Figure 1. The metal 1 layer.
Cells faint in the background.
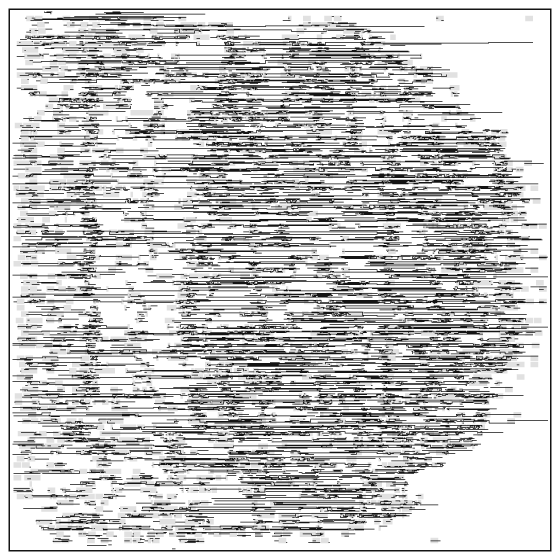
Figure 2. The metal 2 layer.
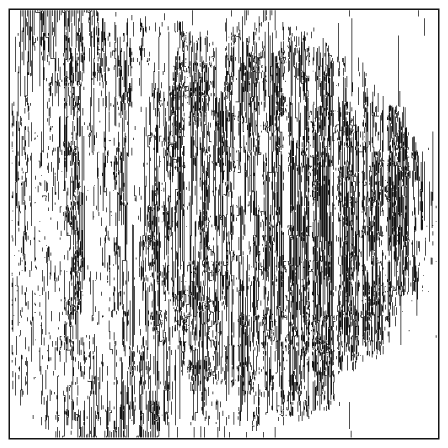
## config.mk

```make
export PLATFORM = sky130hd
export DESIGN_NAME = execute
export DESIGN_NICKNAME = d
export VERILOG_FILES = /design/src/rtl/execute.sv
export SDC_FILE = /design/constraint.sdc
export NUM_CORES = 1
export LEC_CHECK = 0
export ABC_CLOCK_PERIOD_IN_PS = 5200
export CAP_MARGIN = 20
export CELL_PAD_IN_SITES_DETAIL_PLACEMENT = 0
export CELL_PAD_IN_SITES_GLOBAL_PLACEMENT = 1
export CORE_MARGIN = 1
export CORE_UTILIZATION = 30
export DETAILED_ROUTE_END_ITERATION = 7
export GPL_ROUTABILITY_DRIVEN = 1
export PLACE_DENSITY = 0.65
export SYNTH_ARGS = -nofsm -noshare
export SYNTH_HDL_FRONTEND = slang
export SYNTH_SLANG_ARGS = --single-unit
```

## constraint.sdc

```tcl
create_clock -name clk -period 5.2 [get_ports clk]
set_input_delay 0.78 -clock clk [delete_from_list [all_inputs] [get_ports clk]]
set_output_delay 0.78 -clock clk [all_outputs]
set_load 0.005 [all_outputs]
```

## src/rtl/execute.sv

```systemverilog
// execute: RV32I execute stage with ALU, branch resolution and the exe_mem pipeline register
module execute (
    input  logic        clk,
    input  logic        rst,
    input  logic        stall,
    input  logic        flush,
    input  logic [31:0] rs1_id_exe,
    input  logic [31:0] rs2_id_exe,
    input  logic [31:0] PC_id_exe,
    input  logic [31:0] imm_id_exe,
    input  logic [4:0]  write_reg_id_exe,
    input  logic [2:0]  funct3_id_exe,
    input  logic        funct7_5_id_exe,
    input  logic        ctrl_branch_id_exe,
    input  logic        ctrl_mem_read_id_exe,
    input  logic        ctrl_mem_to_reg_id_exe,
    input  logic        ctrl_mem_write_id_exe,
    input  logic        ctrl_alu_src_id_exe,
    input  logic        ctrl_write_reg_id_exe,
    input  logic [1:0]  ctrl_alu_op_id_exe,
    output logic [31:0] alu_result_exe_mem,
    output logic [31:0] rs2_exe_mem,
    output logic [4:0]  write_reg_exe_mem,
    output logic [2:0]  funct3_exe_mem,
    output logic        ctrl_mem_read_exe_mem,
    output logic        ctrl_mem_to_reg_exe_mem,
    output logic        ctrl_mem_write_exe_mem,
    output logic        ctrl_write_reg_exe_mem,
    output logic        branch_taken_exe_if,
    output logic [31:0] branch_target_exe_if
);
    logic [31:0] w_a, w_b, w_alu;
    logic [4:0]  w_sh;
    logic        w_cond, w_eq, w_lt, w_ltu;
    assign w_a  = rs1_id_exe;
    assign w_b  = ctrl_alu_src_id_exe ? imm_id_exe : rs2_id_exe;
    assign w_sh = w_b[4:0];
    // branch comparisons always use the register operands, never the immediate
    assign w_eq  = rs1_id_exe == rs2_id_exe;
    assign w_lt  = $signed(rs1_id_exe) < $signed(rs2_id_exe);
    assign w_ltu = rs1_id_exe < rs2_id_exe;
    // ALU: load/store adds, branch subtracts, R/I-type decode funct3 (I-type ignores funct7_5 except for shifts right)
    always_comb begin
        w_alu = w_a + w_b;
        if (!ctrl_alu_op_id_exe[1]) begin
            w_alu = ctrl_alu_op_id_exe[0] ? w_a - w_b : w_a + w_b;
        end else begin
            case (funct3_id_exe)
                3'b000: w_alu = (!ctrl_alu_op_id_exe[0] && funct7_5_id_exe) ? w_a - w_b : w_a + w_b;
                3'b001: w_alu = w_a << w_sh;
                3'b010: w_alu = {31'b0, $signed(w_a) < $signed(w_b)};
                3'b011: w_alu = {31'b0, w_a < w_b};
                3'b100: w_alu = w_a ^ w_b;
                3'b101: w_alu = funct7_5_id_exe ? $unsigned($signed(w_a) >>> w_sh) : w_a >> w_sh;
                3'b110: w_alu = w_a | w_b;
                default: w_alu = w_a & w_b;
            endcase
        end
    end
    // branch condition by funct3; 010/011 are not branch encodings and never take
    always_comb begin
        w_cond = 1'b0;
        case (funct3_id_exe)
            3'b000: w_cond = w_eq;
            3'b001: w_cond = !w_eq;
            3'b100: w_cond = w_lt;
            3'b101: w_cond = !w_lt;
            3'b110: w_cond = w_ltu;
            3'b111: w_cond = !w_ltu;
            default: w_cond = 1'b0;
        endcase
    end
    // exe_mem register: reset and flush both insert a zero bubble, stall holds everything
    always_ff @(posedge clk) begin
        if (rst || flush) begin
            alu_result_exe_mem      <= '0;
            rs2_exe_mem             <= '0;
            write_reg_exe_mem       <= '0;
            funct3_exe_mem          <= '0;
            ctrl_mem_read_exe_mem   <= 1'b0;
            ctrl_mem_to_reg_exe_mem <= 1'b0;
            ctrl_mem_write_exe_mem  <= 1'b0;
            ctrl_write_reg_exe_mem  <= 1'b0;
            branch_taken_exe_if     <= 1'b0;
            branch_target_exe_if    <= '0;
        end else if (!stall) begin
            alu_result_exe_mem      <= w_alu;
            rs2_exe_mem             <= rs2_id_exe;
            write_reg_exe_mem       <= write_reg_id_exe;
            funct3_exe_mem          <= funct3_id_exe;
            ctrl_mem_read_exe_mem   <= ctrl_mem_read_id_exe;
            ctrl_mem_to_reg_exe_mem <= ctrl_mem_to_reg_id_exe;
            ctrl_mem_write_exe_mem  <= ctrl_mem_write_id_exe;
            ctrl_write_reg_exe_mem  <= ctrl_write_reg_id_exe && (write_reg_id_exe != 5'd0);
            branch_taken_exe_if     <= ctrl_branch_id_exe && w_cond;
            branch_target_exe_if    <= PC_id_exe + imm_id_exe;
        end
    end
endmodule

```

==> results.cfg <==
; yosys + openroad results
[pwr]
combPwrFrac_pct = 57.7
switchingPower_mw = 1.87
p_clk_share_pct = 19.8
switching_share_pct = 46.7
power_density_nw_per_um2 = 200
p_comb_mw = 2.31
pg_seq_uw = 899

[yosys]
top_cell = nand2_1
synth.distinct_cells = 81
synth_stat.cells = 2226
syn_area_sq_um = 16100
top_cells_by_count = nand2_1 (223), nor2_1 (213), a21oi_1 (192)
yosysSeqAreaShare_pct = 13.6
synth_chip_area_sq_um = 16100

[place]
io_buffer_count = 257
gp_congestion = 1.04
hpwl_um = 66300
placed_cell_area_sq_um = 19700
place_inst = 3114

[final_layout]
post_route_cells_drive_above_1_share_pct = 7.41
fin_cells = 3131
seq_share_pct = 10.9
logic_area_sq_um = 12700
largestRegisters = alu_result_exe_mem (32), branch_target_exe_if (32), rs2_exe_mem (32)
fillCellCount = 5670
syn2layout_area_growth_pct = 24.4
buffers = 358
clkbuf_count = 9

[outcome]
status = finished with violations
violations = design-rule violations

[run]
warnings = 84
cap_violations = 0

[routing]
firstDrtPassIters = 8
drtAntennaViolNets = 0
drc = 14
via_per_inst = 5.90

[min_path]
hp-class = flip-flop to flip-flop
min_from = branch_target_exe_if[20]$_SDFFE_PP0N_
min_delay_worst_endpoint = branch_target_exe_if[20]$_SDFFE_PP0N_

[grt]
antenna_found_initial = 1
grt-ovfl-total = 0
grt_pass1_wl_um = 121000
grt_max_degree = 59
grt_usage_pct = 30.2

[worst_setup_path]
crit_chain = clkdlybuf4s50_1 > inv_1 > o21a_1 > ha_1 > nor3_1 > nor3b_1 > nand3b_1 > a21oi_1 > nor3_1 > buf_4 > o31ai_1 > a21oi_1 > a221oi_1 > o22ai_1
crit_type = primary input to flip-flop
r2r_start = alu_result_exe_mem[17]$_SDFFE_PP0N_
setup.worst_path.start = rs2_id_exe[20]
endpoint = alu_result_exe_mem[0]$_SDFFE_PP0N_
crit_path_max_incr_delay_ns = 0.53
cp.required_ns = 5.46
critPathSlowestCell = clkdlybuf4s50_1
regToRegEndpoint = alu_result_exe_mem[17]$_SDFFE_PP0N_

[sta]
slew_violations = 0
max_freq_ghz = 0.205
setup_slack_ns = 0.315

[clock_tree]
numCtsBuffers = 9
cts_root_buf = clkbuf_16
clockBufferDepth = 2
cts_tree = yes
postCtsSetupBuffers = 0
cts_resized = 0
cts.sinks = 109

[floorplan]
rows = 84
die_y_um = 234
fp_util_pct = 30.5
taps = 688
io_pins = 258
## Picture notes: Figure 1
- main direction: horizontal
- nets with wire on the layer: 2,512
- wire length on this layer: 37.8 mm
- share of all routed wire: 45%
- longest straight run: 93.4 um
met1 Usage GRT: 41.4%
Routed WL: 84,300 um
Vias: 18,500

## Picture notes: Figure 2
- share of all routed wire: 43%
- nets with wire on the layer: 2,242
- main direction: vertical
- wire length on this layer: 36.6 mm
- longest straight run: 91.1 um
GR Util met2: 47.2%

## placed cells by master, fill, tap and decap left out, types with 13 or more instances in the layout
| cell type | instances |
|---|---|
| o211ai_1 | 42 |
| a21o_1 | 44 |
| dfxtp_1 | 109 |
| a21oi_1 | 192 |
| xnor2_1 | 63 |
| mux2i_1 | 169 |
| o21ai_0 | 169 |
| o22ai_1 | 16 |
| a31oi_1 | 36 |
| o221ai_1 | 18 |
| clkdlybuf4s50_1 | 253 |
| and3_1 | 14 |
| a211oi_1 | 25 |
| buf_4 | 99 |
| nand4_1 | 13 |
| ha_1 | 160 |
| inv_1 | 154 |
| a22o_1 | 17 |
| xor2_1 | 20 |
| a221oi_1 | 17 |
| mux4_2 | 23 |
| nor2_1 | 211 |
| nand2_1 | 223 |
| nand2b_1 | 19 |
| nand3_1 | 38 |
| o21a_1 | 39 |
| nor2b_1 | 14 |
| nor3_1 | 25 |
## cells by family (layout without fill, tap and decap cells)
logic type | count (synthesis) | after routing | share of synthesized area, %
multiplexers | 200 | 200 | 14.4
XOR/XNOR | 83 | 83 | 4.52
adder cells (fa/ha/maj) | 163 | 163 | 12.8
AND/OR/NAND/NOR | 610 | 610 | 16.7
buffers and inverters | 315 | 532 | 7.71
AND-OR/OR-AND | 746 | 746 | 30.2
flip-flops | 109 | 109 | 13.6
## critical path: cells and delay by family
kind	cells	cell delay (ns)
and+or+nand+nor	4	1.21
AOI/OAI and AO/OA	6	1.90
adders and majority gates	1	0.46
buffers and inverters	3	0.79
## per-layer routing
metal	wire [um]	up-vias	GRT usage (%)
li1	-	8490	-
met5	30	-	0
met1	37800	8936	41.4
met2	36600	921	47.2
met4	2590	4	9.48
met3	7350	130	5.90
